## config.mk

```make
export PLATFORM = sky130hd
export DESIGN_NAME = rfid_rx_controller
export DESIGN_NICKNAME = d
export VERILOG_FILES = /design/src/rtl/rfid_rx_controller.sv
export SDC_FILE = /design/constraint.sdc
export NUM_CORES = 1
export LEC_CHECK = 0
export CAP_MARGIN = 20
export CORE_MARGIN = 5
export CORE_UTILIZATION = 40
export CTS_CLUSTER_SIZE = 12
export DETAILED_ROUTE_END_ITERATION = 10
export PLACE_DENSITY = 0.81
export SYNTH_ARGS = -nofsm -noshare
export SYNTH_HDL_FRONTEND = slang
export SYNTH_SLANG_ARGS = --single-unit
```

## constraint.sdc

```tcl
create_clock -name UL_clock -period 4.2 [get_ports UL_clock]
set_input_delay 1.26 -clock UL_clock [delete_from_list [all_inputs] [get_ports UL_clock]]
set_output_delay 1.26 -clock UL_clock [all_outputs]
set_load 0.005 [all_outputs]
```

## src/rtl/rfid_rx_controller.sv

```systemverilog
// rfid_rx_controller: opens a cleared receive window on request, captures one packet on a packet_rdy rising edge, hands it over via valid/ready, then enforces a guard interval.
// Ports: UL_clock/reset (sync, active-high); start/abort requests; rx_enable/rx_reset receiver control;
// packet/packet_rdy from the receiver; pkt_data/pkt_valid/pkt_ready consumer handshake;
// busy, timeout and overrun status pulses. All outputs are registered.
// Build option: RFID_RX_TIMEOUT_EN enables the listen-window counter and the timeout pulse.
module rfid_rx_controller #(
  parameter int PKT_W          = 128,
  parameter int TIMEOUT_CYCLES = 1024,
  parameter int HOLDOFF_CYCLES = 8
) (
  input  logic             UL_clock,
  input  logic             reset,
  input  logic             start,
  input  logic             abort,
  output logic             rx_enable,
  output logic             rx_reset,
  input  logic [PKT_W-1:0] packet,
  input  logic             packet_rdy,
  output logic [PKT_W-1:0] pkt_data,
  output logic             pkt_valid,
  input  logic             pkt_ready,
  output logic             busy,
  output logic             timeout,
  output logic             overrun
);
  typedef enum logic [2:0] {IDLE, CLEAR, LISTEN, DELIVER, GUARD} state_e;
  localparam int GW = HOLDOFF_CYCLES > 1 ? $clog2(HOLDOFF_CYCLES) : 1;
  localparam logic [GW-1:0] G_LAST = GW'(HOLDOFF_CYCLES - 1);
  state_e state_q, state_d;
  logic rdy_q, rdy_edge, expire, kill;
  logic [GW-1:0] guard_q, guard_d;
  logic [PKT_W-1:0] pkt_data_q, pkt_data_d;
  logic rx_enable_q, rx_reset_q, pkt_valid_q, busy_q;
  logic timeout_q, timeout_d, overrun_q, overrun_d;
  assign rdy_edge = packet_rdy & ~rdy_q;
  assign kill     = abort & (state_q != IDLE);
`ifdef RFID_RX_TIMEOUT_EN
  localparam int TW = TIMEOUT_CYCLES > 1 ? $clog2(TIMEOUT_CYCLES) : 1;
  localparam logic [TW-1:0] T_LAST = TW'(TIMEOUT_CYCLES - 1);
  logic [TW-1:0] win_q, win_d;
  assign expire = win_q == T_LAST;
  always_comb win_d = state_q != LISTEN ? '0 : expire ? win_q : win_q + 1'b1;
  always_ff @(posedge UL_clock) begin
    if (reset) win_q <= '0;
    else win_q <= win_d;
  end
`else
  logic unused_timeout_cfg;
  assign unused_timeout_cfg = TIMEOUT_CYCLES != 0;
  assign expire = 1'b0;
`endif
  always_comb guard_d = state_q != GUARD ? '0 : guard_q == G_LAST ? guard_q : guard_q + 1'b1;
  always_comb begin
    state_d = state_q;
    case (state_q)
      IDLE:    state_d = start ? CLEAR : IDLE;
      CLEAR:   state_d = LISTEN;
      LISTEN:  state_d = rdy_edge ? DELIVER : expire ? GUARD : LISTEN;
      DELIVER: state_d = pkt_ready ? GUARD : DELIVER;
      GUARD:   state_d = guard_q == G_LAST ? IDLE : GUARD;
      default: state_d = IDLE;
    endcase
    if (kill) state_d = IDLE;
    pkt_data_d = (state_q == LISTEN && rdy_edge && !kill) ? packet : pkt_data_q;
    // capture beats expiry, abort suppresses both status pulses
    timeout_d = state_q == LISTEN && expire && !rdy_edge && !kill;
    overrun_d = rdy_edge && state_q != LISTEN && !kill;
  end
  always_ff @(posedge UL_clock) begin
    if (reset) begin
      state_q     <= IDLE;
      rdy_q       <= 1'b1;
      guard_q     <= '0;
      pkt_data_q  <= '0;
      rx_enable_q <= 1'b0;
      rx_reset_q  <= 1'b0;
      pkt_valid_q <= 1'b0;
      busy_q      <= 1'b0;
      timeout_q   <= 1'b0;
      overrun_q   <= 1'b0;
    end else begin
      state_q     <= state_d;
      rdy_q       <= packet_rdy;
      guard_q     <= guard_d;
      pkt_data_q  <= pkt_data_d;
      rx_enable_q <= state_d == LISTEN;
      rx_reset_q  <= state_d == CLEAR;
      pkt_valid_q <= state_d == DELIVER;
      busy_q      <= state_d != IDLE;
      timeout_q   <= timeout_d;
      overrun_q   <= overrun_d;
    end
  end
  assign rx_enable = rx_enable_q;
  assign rx_reset  = rx_reset_q;
  assign pkt_data  = pkt_data_q;
  assign pkt_valid = pkt_valid_q;
  assign busy      = busy_q;
  assign timeout   = timeout_q;
  assign overrun   = overrun_q;
endmodule

```

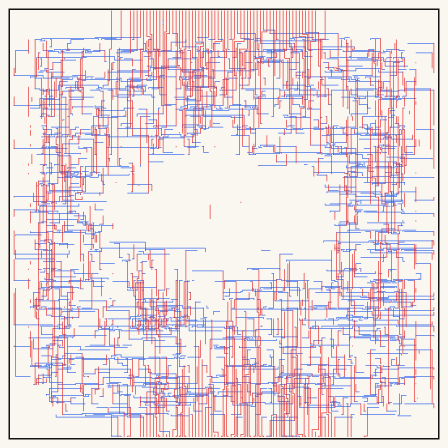
(images/wires.png)
Two of the layers only.
legend:
  red:
    layer: metal 2
    wire_length: 7160 um
  blue:
    layer: metal 1
    wire_length: 5700 um
All-Layer GR Usage: 0.192
Routed WL: 14.7 mm
drt wl/cell: 14.3 um

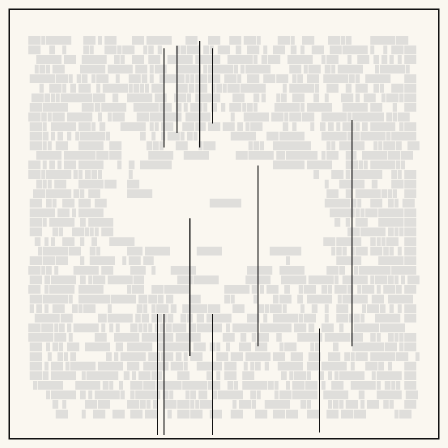
(images/layer_met4.png)
Cells faint in the background.
main direction: vertical
longest straight run: 63.9 um
DR vias: 4888

==> out/summary.txt <==
Dpl cells = 1002
Total Neg Setup Slack = 0 ns
H-tree depth = 4
RSZ-0062 raised after global routing = no
Final min period = 2.88 ns
Slowest cell on crit path = or4_4
Grt ovf = 0
Status = completed
Finished Layout Cells = 1030
Cell count after synthesis = 609
Layout area overhead = 62.6%
Share of power burned in registers = 0.477
Mapped Area = 0.00497 mm2
Setup Fix Bufs, Post-CTS = 0
Top Metal Used = met4
Critical Path Fanout Max = 59
DRT met1 WL = 5.70 mm
Max reg flops = 128
Register share after synthesis = 0.564
Critical path, cell by cell = clkdlybuf4s50_1, nand2b_1, or4_4, buf_12, nand2_1, a21oi_1
Yosys cell types = 26
Via density = 4.75
Delay-heaviest family, CP = simple AND/OR/NAND/NOR gates
CTS buffer count = 17
Dominant logic cell type in the layout = clkdlybuf4s50_1
Synth area leader = dfxtp_1
Internal cell power = 2260 uW
Clock Buffer Count = 24
Clock power share = 0.460
Slowest stage delay, CP = 0.78 ns
Final non-clock buffer share = 0.337
# DRC = 0
DP Wirelength = 10.1 mm
Pins Over Slew Limit = 0
GR Layer Usage met2 = 0.319
Placeable Area = 0.0121 mm2
Hold Crit Class = flop to flop
Placed instance area = 0.00759 mm2
Combinational share of power = 0.063
PD cells = 348 mW/mm2
Simple-Gate Area Share = 0.220
Met2 Wirelength = 7.16 mm
Yosys cell count = 609
Top power group = sequential cells
Hold EP = pkt_data[8]$_SDFFE_PP0P_
Vias in the first global route = 4616
Max Cap Violations = 0
Syn Area/Cell = 8.16 um2
Clk pwr = 1290 uW
Switching share of total power = 0.197
Post-route clock period utilization = 0.685
FF-to-FF path depth = 5
Die Area = 0.0148 mm2
Seq cells = 140
OpenROAD warning count = 28
Adder Area Share = 0.00503
Worst Setup SP = packet_rdy
Tightest Pin Transition = 0.618 ns
Setup Viol. Count Final = 0
Die Wd = 121 um
Met1 Track Usage GR = 0.207
Yosys stat chip area = 0.00497 mm2
Comb area leader = simple AND/OR/NAND/NOR gates
CTS Root Buffer Type = clkbuf_16
Clk latency late pin = 0.41 ns
R2R Path Start = state_q[2]$_SDFF_PP0_
Power and IR drop assume default switching activity.
